Run 1, floorplan with the power grid:
Bar = 20 um. Pins as bars on the die edge. Tap cells in gray.
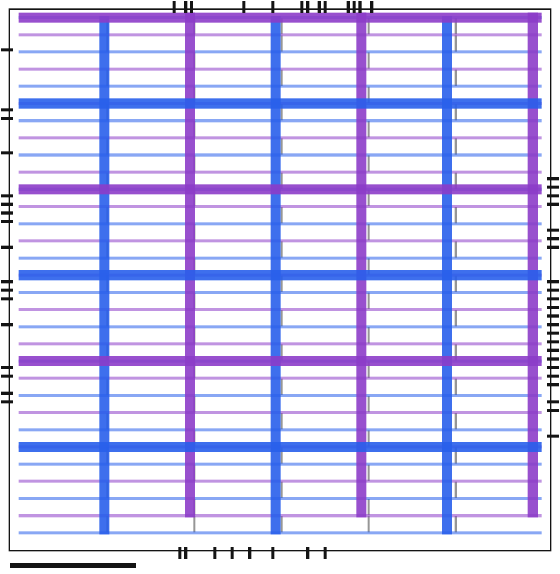
Run 1, clock distribution:
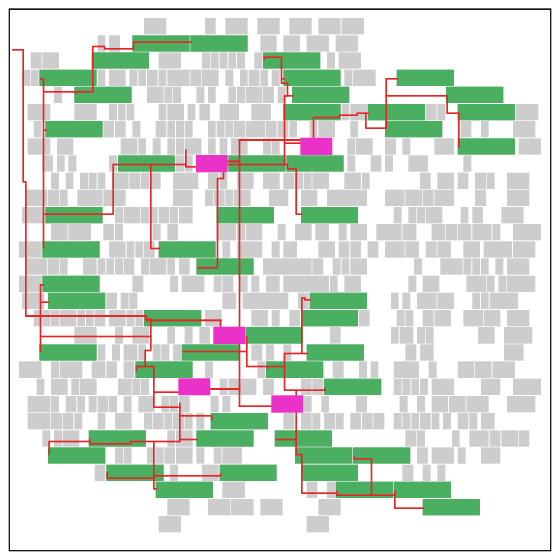
Run 1, wiring by layer:
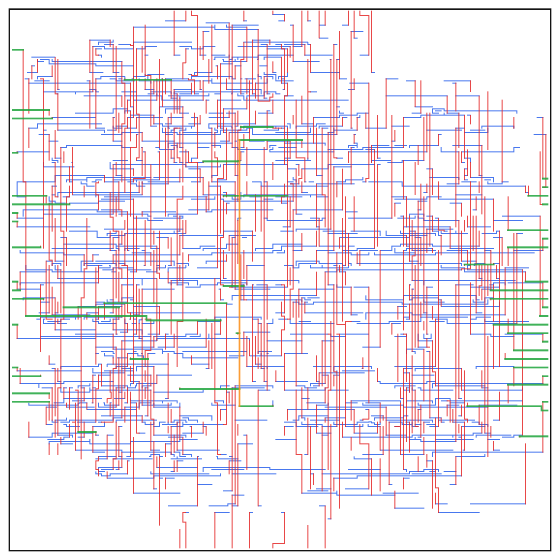
## src/rtl/fwd_hazard_ctrl_pkg.sv

```systemverilog
// rtl/fwd_hazard_ctrl_pkg.sv - shared types and helpers for the forwarding/hazard controller
package fwd_hazard_ctrl_pkg;

    localparam int FWD_REG_W = 5;

    typedef logic [FWD_REG_W-1:0] reg_t;

    typedef struct packed {
        logic valid;
        logic wen;
        reg_t wnum;
        logic isLoad;
    } fwd_tag_t;

    localparam int TAG_W = $bits(fwd_tag_t);

    localparam fwd_tag_t BUBBLE_TAG = '{valid: 1'b0, wen: 1'b0, wnum: '0, isLoad: 1'b0};

    function automatic int fwd_sel_w(input int depth);
        return (depth > 2) ? $clog2(depth) : 1;
    endfunction

    // x0 is hardwired zero, so it never counts as a produced register
    function automatic logic tag_produces(input fwd_tag_t t, input reg_t r);
        return t.valid && t.wen && (t.wnum == r) && (r != '0);
    endfunction

endpackage

```

## src/rtl/fwd_hazard_ctrl_tag_pipe.sv

```systemverilog
// rtl/fwd_hazard_ctrl_tag_pipe.sv - shadow pipeline of destination tags, EX at entry 0
module fwd_tag_pipe
    import fwd_hazard_ctrl_pkg::*;
#(
    parameter int DEPTH = 3
)(
    input  logic                   i_clk,
    input  logic                   i_rst_n,
    input  logic                   i_hold,
    input  logic                   i_insert,
    input  logic [TAG_W-1:0]       i_tag,
    output logic [DEPTH*TAG_W-1:0] o_tags
);

    fwd_tag_t [DEPTH-1:0] r_tags;

    always_ff @(posedge i_clk or negedge i_rst_n) begin
        if (!i_rst_n) begin
            for (int k = 0; k < DEPTH; k++) begin
                r_tags[k] <= BUBBLE_TAG;
            end
        end else if (!i_hold) begin
            r_tags[0] <= i_insert ? fwd_tag_t'(i_tag) : BUBBLE_TAG;
            for (int k = 1; k < DEPTH; k++) begin
                r_tags[k] <= r_tags[k-1];
            end
        end
    end

    assign o_tags = r_tags;

endmodule

```

## src/rtl/fwd_hazard_ctrl.sv

```systemverilog
// rtl/fwd_hazard_ctrl.sv - ID-stage forwarding select precompute and load-use stall
module fwd_hazard_ctrl
    import fwd_hazard_ctrl_pkg::*;
#(
    parameter int NUM_RPORTS     = 2,
    parameter int DEPTH          = 3,
    parameter int LOAD_FWD_STAGE = 2,
    parameter int REG_W          = 5,
    parameter int CNT_W          = 32
)(
    input  logic                                i_clk,
    input  logic                                i_rst_n,
    input  logic                                i_hold,
    input  logic                                i_flush,
    input  logic                                i_ID_valid,
    input  logic [NUM_RPORTS-1:0]               i_ID_ren,
    input  logic [NUM_RPORTS*REG_W-1:0]         i_ID_rnum,
    input  logic                                i_ID_wen,
    input  logic [REG_W-1:0]                    i_ID_wnum,
    input  logic                                i_ID_isLoad,
    output logic [NUM_RPORTS*$clog2(DEPTH)-1:0] o_fwd_sel,
    output logic                                o_stall,
    output logic [CNT_W-1:0]                    o_stall_cnt
);

    localparam int SEL_W = fwd_sel_w(DEPTH);

    generate
        if (DEPTH < 2) begin : g_bad_depth
            $error("fwd_hazard_ctrl: DEPTH must be at least 2");
        end
        if (LOAD_FWD_STAGE < 1 || LOAD_FWD_STAGE > DEPTH - 1) begin : g_bad_lfs
            $error("fwd_hazard_ctrl: LOAD_FWD_STAGE must lie in 1..DEPTH-1");
        end
        if (REG_W != FWD_REG_W) begin : g_bad_regw
            $error("fwd_hazard_ctrl: REG_W must match package reg_t width");
        end
    endgenerate

    logic [DEPTH*TAG_W-1:0]      w_tags_flat;
    fwd_tag_t [DEPTH-1:0]        w_tags;
    fwd_tag_t                    w_id_tag;
    logic                        w_hazard;
    logic                        w_stall;
    logic                        w_insert;
    logic [NUM_RPORTS*SEL_W-1:0] w_sel_next;
    logic [NUM_RPORTS*SEL_W-1:0] r_fwd_sel;
    logic [CNT_W-1:0]            r_stall_cnt;

    assign w_id_tag = '{valid: 1'b1, wen: i_ID_wen, wnum: reg_t'(i_ID_wnum), isLoad: i_ID_isLoad};
    assign w_tags   = w_tags_flat;

    fwd_tag_pipe #(
        .DEPTH (DEPTH)
    ) u_tag_pipe (
        .i_clk    (i_clk),
        .i_rst_n  (i_rst_n),
        .i_hold   (i_hold),
        .i_insert (w_insert),
        .i_tag    (w_id_tag),
        .o_tags   (w_tags_flat)
    );

    // Scan oldest to youngest so the youngest eligible producer overwrites the select.
    // A load too young to forward raises the hazard instead of being a source.
    always_comb begin
        w_hazard   = 1'b0;
        w_sel_next = '0;
        for (int p = 0; p < NUM_RPORTS; p++) begin
            for (int k = DEPTH - 1; k >= 0; k--) begin
                if (i_ID_ren[p] && tag_produces(w_tags[k], reg_t'(i_ID_rnum[p*REG_W +: REG_W]))) begin
                    if (w_tags[k].isLoad && (k + 1 < LOAD_FWD_STAGE)) begin
                        w_hazard = 1'b1;
                    end else if (k < DEPTH - 1) begin
                        w_sel_next[p*SEL_W +: SEL_W] = SEL_W'(k + 1);
                    end
                end
            end
        end
    end

    assign w_stall  = i_ID_valid && !i_flush && w_hazard;
    assign w_insert = i_ID_valid && !w_stall && !i_flush;

    always_ff @(posedge i_clk or negedge i_rst_n) begin
        if (!i_rst_n) begin
            r_fwd_sel   <= '0;
            r_stall_cnt <= '0;
        end else if (!i_hold) begin
            r_fwd_sel <= w_insert ? w_sel_next : '0;
            if (w_stall && (r_stall_cnt != '1)) begin
                r_stall_cnt <= r_stall_cnt + 1'b1;
            end
        end
    end

    assign o_fwd_sel   = r_fwd_sel;
    assign o_stall     = w_stall;
    assign o_stall_cnt = r_stall_cnt;

endmodule

```

## config.mk

```make
export PLATFORM = sky130hd
export DESIGN_NAME = fwd_hazard_ctrl
export DESIGN_NICKNAME = d
export VERILOG_FILES = /design/src/rtl/fwd_hazard_ctrl_pkg.sv /design/src/rtl/fwd_hazard_ctrl_tag_pipe.sv /design/src/rtl/fwd_hazard_ctrl.sv
export SDC_FILE = /design/constraint.sdc
export NUM_CORES = 1
export LEC_CHECK = 0
export ABC_AREA = 1
export CORE_UTILIZATION = 45
export CTS_CLUSTER_DIAMETER = 40
export DETAILED_ROUTE_END_ITERATION = 16
export GPL_TIMING_DRIVEN = 1
export MAX_ROUTING_LAYER = met4
export PLACE_DENSITY = 0.76
export SLEW_MARGIN = 20
export SYNTH_ARGS = -nofsm -noshare
export SYNTH_HDL_FRONTEND = slang
export SYNTH_SLANG_ARGS = --single-unit
```

## constraint.sdc

```tcl
create_clock -name i_clk -period 2.3 [get_ports i_clk]
set_input_delay 0.46 -clock i_clk [delete_from_list [all_inputs] [get_ports i_clk]]
set_output_delay 0.46 -clock i_clk [all_outputs]
set_load 0.02 [all_outputs]
```

==> results.txt, run 1 <==
Synth Area in XOR/XNOR - 0.0530
number of inserted diodes - 0
delay-heaviest family, CP - buffers and inverters
r2r worst-path depth - 11
P per Cell Area - 392 nW/um^2
DR DRC count - 0
RePlAce Congestion - 0.899
asr flop ratio synth - 1.00
Top Layout Cells - nand2_1, inv_1, nand3_1
GR Overflow Total - 0
Synth Seq Share - 0.407
worst setup slack after layout - 0.0939 ns
I/O Buffers - 60
Initial Util - 0.465
CP startpoint kind - primary input
Lkg Pwr - 0.00215 uW
Post-Synth Adder-Cell Area - 0.00399
DP Area - 4000 sq um
reg2reg end - o_stall_cnt[17]$_DFFE_PN0P_
crit path buf inv count - 4
Worst path slowest cell - clkdlybuf4s50_1
Post-Synth AOI/OAI Area - 0.112
Reg area - 1280 sq um
vias in the first global route - 2,960
Cell Area, Synth - 3140 sq um
Hold Fails Final Rpt - 0
Fin Hold WS - 0.166 ns
yosys synthesis chip area - 3140 sq um
Commonest flop - dfrtp_1
HPWL after DPL - 5950 um
Crit Path Class - primary input to primary output
area grow syn2layout - 31.1%
CTS buffer count - 5
HP Class - primary input to async pin
fmax - 453 MHz
WP data required - 1.84 ns
Slew headroom - 0.588
FILL cells - 624
Std-Cell Rows - 30
CTS tree - yes
Yosys cell types - 31
Slew Viols, Final - 0
Worst-Margin Slew - 0.618 ns
share of layout cells above drive strength 1 - 0.107
Final Core Density - 0.609
Post-DRT Antenna Nets - 0
Clk pin slew, worst setup/hold paths - 0.10 ns
iteration count of the initial detailed-routing pass - 4
Comb area - 1520 sq um
status - complete, no violations
core region area - 6760 sq um
FF+latch count, synth - 51
WP data arrival - 1.75 ns
final net count - 536
most common logic cell in the routed design - nand2_1
Post-Layout Inst Area - 4120 sq um
Levels on crit path - 10
Via Count - 3,012
iteration-0 DRC count of the detailed router - 123
final worst-path cycle share - 0.959
clock sink count - 51
Mux area share - 0
H-tree levels - 2
Max FO, Critical Path - 4
# Cells Yosys - 426
Post-Synth Simple-Gate Area - 0.311
most used cell along the critical path - nor2_1
crit path time final - 2.21 ns
Root Driver - clkbuf_8
Syn Inst Count - 426
pin count of the biggest net entering global routing - 29
FF-to-FF setup slack - 0.32 ns
die area - 7310 sq um
OpenROAD warnings - 26
routed vias/inst - 5.09
Top Ports - 61
MaxCap Viol Count - 0
Main logic family - simple AND/OR/NAND/NOR gates
Synthesized Nets - 451
Back to the opening pictures, 'floorplan with the power grid':
Key: blue = VSS; purple = VDD
31 met1 rails follow the rows. 61 signal pins sit on the boundary. 6 straps on met4. The core has 30 rows. 6 straps on met5.
Die Wd: 85.5 um
Peak supply drop: 181 uV
die height: 85.5 um

Back to the opening pictures, 'clock distribution':
Key: magenta = cells driving clock nets [count 5]; green = flip-flops [count 51]; red = clock wires [length 616 um]
Position of the flops: widely spread.
Worst Skew: 0.00912 ns
clock network power: 507 uW
Latency at later pin: 0.30 ns
Clock Power Share: 0.314

Back to the opening pictures, 'wiring by layer':
Key: orange = met4 [wire length 42.2 um]; green = met3 [wire length 284 um]; red = met2 [wire length 3,820 um]; blue = met1 [wire length 3,600 um]
WL/cell: 13.1 um
WL final: 7750 um
Total GRT Usage: 0.233

[run 1: flip-flops by register name, summed over array words and instances (netlist names)]
name               cells
o_fwd_sel              4
o_stall_cnt           32
u_tag_pipe.o_tags     15
[run 1: routing by layer]
| metal | vias to the layer above | global-route usage | part of all wire |
|---|---|---|---|
| li1 | 1513 | - | - |
| met1 | 1428 | 0.299 | 0.46 |
| met2 | 66 | 0.396 | 0.49 |
| met3 | 5 | 0.0269 | 0.037 |
| met4 | 0 | 0.0591 | 0.0054 |
| met5 | - | - | 0 |
[run 1: worst max-delay path by stage]
stage / endpoint / slack (ns)
after floorplan: o_stall_cnt[13]$_DFFE_PN0P_ / 0.47
after global placement: o_stall / -0.43
after detailed placement: o_stall / -0.44
after CTS: o_stall / 0.002
after global routing: o_stall / 0.01
final: o_stall / 0.09
[run 1: Yosys cell counts, types with 3 or more instances]
master / n / area (sq um)
nor2_1: 28 / 105
nor2_2: 4 / 25.0
nor3_1: 10 / 50.1
nor2_4: 3 / 33.8
nand4_1: 7 / 43.8
o21ai_0: 18 / 90.1
xnor2_1: 8 / 70.1
inv_2: 4 / 15.0
o21bai_1: 30 / 225
clkbuf_1: 4 / 15.0
nand2_1: 99 / 372
inv_1: 78 / 293
nand3_1: 53 / 265
dfrtp_1: 51 / 1280
xor2_1: 11 / 96.3
[run 1: through the flow]
stage,setup TNS (ns),instances
after floorplan,0,426
after global placement,-0.810,583
after detailed placement,-1.26,583
after CTS,0,591
after global routing,0,592
final,0,592
[run 1: area by class of cell]
class                      count  share of cell area
clock inverter                 2             0.00304
inverter                      83              0.0757
tap                           80              0.0243
multi-input combinational    285               0.369
sequential                    51               0.310
clock buffer                   6              0.0176
timing repair buffer          85               0.200
[run 1: repair_timing]
item,CTS,global route
pin swaps,0,5
gates resized,5,14
endpoints found under the setup margin,1,1
setup buffers,0,1
[run 1: worst reg2reg max path, stage by stage (launching register included)]
cell,delay [ns]
dfrtp_1,0.43
ha_1,0.20
inv_1,0.07
nor2_2,0.20
nand2_1,0.18
nor2_4,0.20
nand3_2,0.13
nand2_1,0.13
nor2_4,0.05
buf_12,0.14
nand3_1,0.08
nand2_1,0.06
[run 1: where the power goes]
| part | switching, uW | internal (uW) | total [uW] |
|---|---|---|---|
| clock | 293 | 213 | 507 |
| sequential | 20.4 | 914 | 934 |
| combinational | 89.2 | 83.3 | 173 |
| total | 403 | 1210 | 1610 |
[run 1: cell families after synthesis]
group	count (synthesis)
xor+xnor	19
buf+inv	90
fa+ha+maj	1
compound gates	54
flops	51
simple gates	211
Run 1, cell classes on the final placement:
Bar = 20 um.
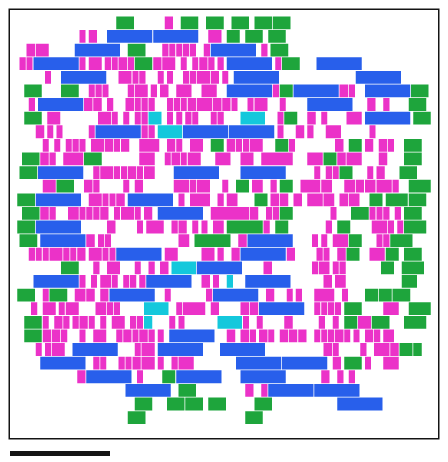

## Run 2: what changed since run 1
- CORE_UTILIZATION: 45 -> 35
- PLACE_DENSITY: 0.76 -> 0.63
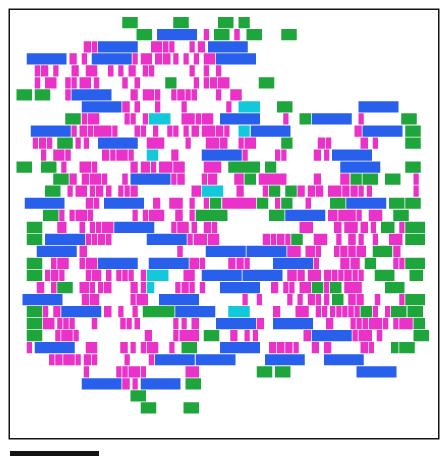
Run 2: cell classes on the final placement
Bar = 20 um.
Key: magenta = all other logic [cells 368, share of their area 46%]; green = other buffers and delay cells [cells 81, share of their area 20%]; cyan = clock drivers and dummy loads [cells 8, share of their area 2.2%]; blue = flops [cells 51, share of their area 32%]
Post-Layout Inst Area: 4130 sq um
fraction of area in registers: 0.309
core region area: 8720 sq um
Std-Cell Rows: 34

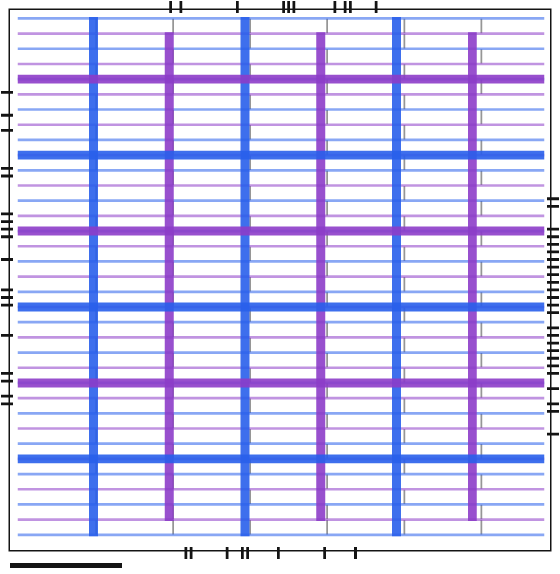
Run 2: floorplan with the power grid
Bar = 20 um. Pins as bars on the die edge. Tap cells in gray.
Die Wd: 96.7 um
die height: 96.7 um
Peak supply drop: 199 uV

==> results.txt, run 2 <==
status - complete, no violations
HP Class - primary input to async pin
top cells, area - dfrtp_1, nand2_1, inv_1
OpenROAD warnings - 26
Max FO, Critical Path - 2
WP data arrival - 1.81 ns
Via Count - 2,946
worst setup slack after layout - 0.0259 ns
iteration count of the initial detailed-routing pass - 4
I/O Buffers - 60
Post-DRT Antenna Nets - 0
most common logic cell in the routed design - nand2_1
Commonest flop - dfrtp_1
P per Cell Area - 395 nW/um^2
asr flop ratio synth - 1.00
yosys synthesis chip area - 3140 sq um
Initial Util - 0.360
# Cells Yosys - 426
Top Ports - 61
reg2reg end - o_stall_cnt[27]$_DFFE_PN0P_
pin count of the biggest net entering global routing - 29
Worst Skew - 0.0107 ns
clock sink count - 51
Synthesized Nets - 451
final worst-path cycle share - 0.989
FF-to-FF setup slack - 0.30 ns
Cell Area, Synth - 3140 sq um
Hold Fails Final Rpt - 0
Post-synth top cells - nand2_1, inv_1, nand3_1
worst setup path endpoint - o_stall
CP startpoint kind - primary input
WP data required - 1.84 ns
Slew Viols, Final - 0
WL final - 8060 um
DR DRC count - 0
vias in the first global route - 2,948
Synth top area share - 0.407
-- run 2: routing by layer --
layer / global-route usage / part of all wire / vias up / wire [um]
met2: 0.284 / 0.46 / 75 / 3670
met4: 0.0436 / 0.012 / 0 / 93
met5: - / 0 / - / 0
met1: 0.252 / 0.49 / 1360 / 3910
li1: - / - / 1501 / -
met3: 0.0376 / 0.047 / 10 / 381
-- run 2: power by group --
group	leakage, uW	switching [uW]	internal [uW]
sequential	0.000548	19.5	914
clock	0.0000402	316	213
combinational	0.00155	90.5	80.2
-- run 2: cell type report --
class                           count  area [sq um]
Fill cell                         866          4590
Multi-Input combinational cell    285          1520
Sequential cell                    51          1280
Timing Repair Buffer               81           803
Inverter                           83           312
Tap cell                          108           135
Clock buffer                        5          68.8
Clock inverter                      3          20.0
-- run 2: worst min path at each step --
stage                             start                           endpoint  slack (ns)  cells after the start
2_1_floorplan                   i_rst_n           o_fwd_sel[0]$_DFFE_PN0N_        0.16                      0
3_3_place_gp   o_fwd_sel[2]$_DFFE_PN0N_           o_fwd_sel[2]$_DFFE_PN0N_        0.48                      2
3_5_place_dp   o_fwd_sel[2]$_DFFE_PN0N_           o_fwd_sel[2]$_DFFE_PN0N_        0.48                      2
4_1_cts                         i_rst_n  u_tag_pipe.o_tags[11]$_DFFE_PN0N_        0.16                      1
5_1_grt                         i_rst_n  u_tag_pipe.o_tags[11]$_DFFE_PN0N_        0.17                      1
6_report                        i_rst_n  u_tag_pipe.o_tags[11]$_DFFE_PN0N_        0.14                      1
-- run 2: cells by family (layout without fill, tap and decap cells) --
family,Yosys count,in the layout
xor+xnor,19,19
fa+ha+maj,1,1
flops,51,51
compound gates,54,54
simple gates,211,211
buf+inv,90,172
-- run 2: stage by stage --
step | util | instance area [sq um]
final | 0.474 | 4130
after global routing | 0.474 | 4130
after CTS | 0.470 | 4100
after detailed placement | 0.461 | 4020
after global placement | 0.461 | 4020
after floorplan | - | 3140
-- run 2: timing repair --
item | in CTS | in global routing
gates resized | 6 | 12
pin swaps | 0 | 1
setup endpoints to repair | 1 | 1
-- run 2: worst max-delay path, delay by kind of cell --
kind,cells,cell delay [ns]
AND/OR/NAND/NOR,6,0.58
buffers and inverters,4,0.77
Run 2, routing congestion:
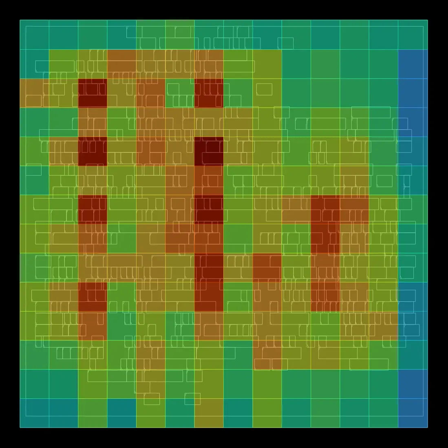

## Run 3: what changed since run 2
- MAX_ROUTING_LAYER: met4 -> unset
- clock period: 2.3 -> 2.6 ns (I/O delays scaled with it)
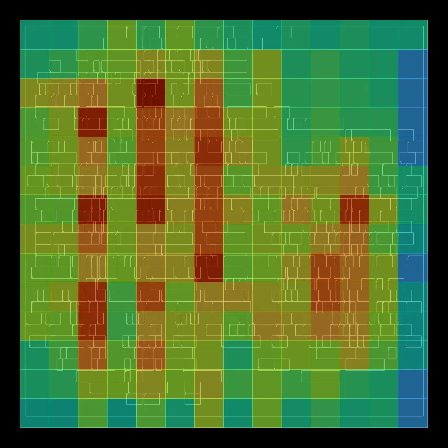
Run 3: routing congestion
Total GRT Usage: 0.183
met2 Use GR: 0.305
WL/cell: 13.4 um
M1 GR Usage: 0.240
met3 global-route usage: 0.0405

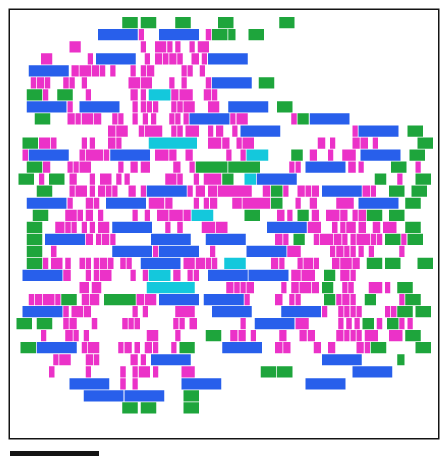
Run 3: cell classes on the final placement
Bar = 20 um.
Key: magenta = all other logic [cells 368, share of their area 46%]; cyan = clock drivers and dummy loads [cells 8, share of their area 3.4%]; blue = flops [cells 51, share of their area 32%]; green = other buffers and delay cells [cells 77, share of their area 19%]
Final Core Density: 0.473
Post-Layout Inst Area: 4120 sq um
fraction of area in registers: 0.310

==> results.txt, run 3 <==
worst setup path endpoint - o_stall
Synth top area share - 0.407
final net count - 528
HPWL after DPL - 6070 um
Commonest flop - dfrtp_1
GR Overflow Total - 0
fmax - 402 MHz
reg2reg end - o_stall_cnt[30]$_DFFE_PN0P_
final worst-path cycle share - 0.956
P per Cell Area - 399 nW/um^2
max FFs per register - 32
asr flop ratio synth - 1.00
Setup Buffers After CTS - 0
Syn Inst Count - 426
die area - 9350 sq um
Crit Path Class - primary input to primary output
TNS Setup - 0 ns
RePlAce Congestion - 0.863
Max FO, Critical Path - 3
vias in the first global route - 2,988
# Cells Yosys - 426
yosys synthesis chip area - 3140 sq um
Levels on crit path - 10
HP Class - primary input to async pin
Comb area - 1510 sq um
r2r worst-path depth - 10
iteration-0 DRC count of the detailed router - 131
H-tree levels - 2
status - complete, no violations
Peak supply drop - 246 uV
Top Layout Cells - nand2_1, inv_1, clkdlybuf4s50_1
clock sink count - 51
delay-heaviest family, CP - buffers and inverters
Std-Cell Rows - 34
Fin Hold WS - 0.208 ns
OpenROAD warnings - 26
Latency at later pin - 0.31 ns
leading area contributor after synthesis - dfrtp_1
Worst path slowest cell - clkdlybuf4s50_1
Initial Util - 0.360
run 3: cell count changes in the layout (fill, tap and decap cells not counted), sizes merged:
| cell | previous run | this run |
|---|---|---|
| clkdlybuf4s50 | 49 | 58 |
| dlygate4sd2 | 2 | 0 |
| dlymetal6s2s | 7 | 0 |
| bufinv | 0 | 2 |
| clkinvlp | 2 | 1 |
| clkinv | 2 | 1 |
| buf | 23 | 19 |
run 3: worst min path at each step:
stage                                   from                           endpoint  slack (ns)  cells after the start
finish                               i_rst_n  u_tag_pipe.o_tags[11]$_DFFE_PN0N_        0.21                      1
global route                         i_rst_n  u_tag_pipe.o_tags[11]$_DFFE_PN0N_        0.24                      1
CTS                                  i_rst_n  u_tag_pipe.o_tags[11]$_DFFE_PN0N_        0.23                      1
detailed placement  o_fwd_sel[2]$_DFFE_PN0N_           o_fwd_sel[2]$_DFFE_PN0N_        0.48                      2
global placement    o_fwd_sel[1]$_DFFE_PN0N_           o_fwd_sel[1]$_DFFE_PN0N_        0.48                      2
floorplan                            i_rst_n           o_fwd_sel[0]$_DFFE_PN0N_        0.22                      0
run 3: final cells by class:
class                           count  area share
Clock buffer                        5      0.0167
Tap cell                          108      0.0328
Timing Repair Buffer               77       0.183
Clock inverter                      3      0.0164
Inverter                           83      0.0756
Multi-Input combinational cell    285       0.366
Sequential cell                    51       0.310
run 3: logic make-up (layout without fill, tap and decap cells):
family / Yosys count / after routing / synth area share
fa+ha+maj: 1 / 1 / 0.00399
buf+inv: 90 / 168 / 0.114
simple gates: 211 / 211 / 0.311
xor+xnor: 19 / 19 / 0.0530
compound gates: 54 / 54 / 0.112
flops: 51 / 51 / 0.407
run 3: what timing repair did:
item	4_1_cts	5_1_grt
resized	3	1
endpoints found under the setup margin	1	1
pin swaps	0	1
run 3: power groups by stage:
stage	sequential [uW]	clock [uW]	combinational, uW
floorplan	838	0	62.0
global route	829	715	170
finish	825	668	152
global placement	841	0	150
detailed placement	841	0	152
CTS	826	685	154
run 3: stage by stage:
| step | setup slack [ns] | cell area, sq um | cells |
|---|---|---|---|
| global placement | -0.271 | 3990 | 604 |
| global route | 0.0181 | 4120 | 612 |
| detailed placement | -0.299 | 3990 | 604 |
| floorplan | 0.766 | 3140 | 426 |
| finish | 0.114 | 4120 | 612 |
| CTS | 0.0336 | 4130 | 612 |
run 3: metal layers:
layer  vias to the layer above  GRT usage  wire [um]
met5                         -          0          0
met4                         0     0.0482        110
met3                        11     0.0405        394
met2                        84      0.305       3870
met1                      1382      0.240       3830
li1                       1490          -          -
Power figures rest on the tool's default switching activity, not on a simulated workload.
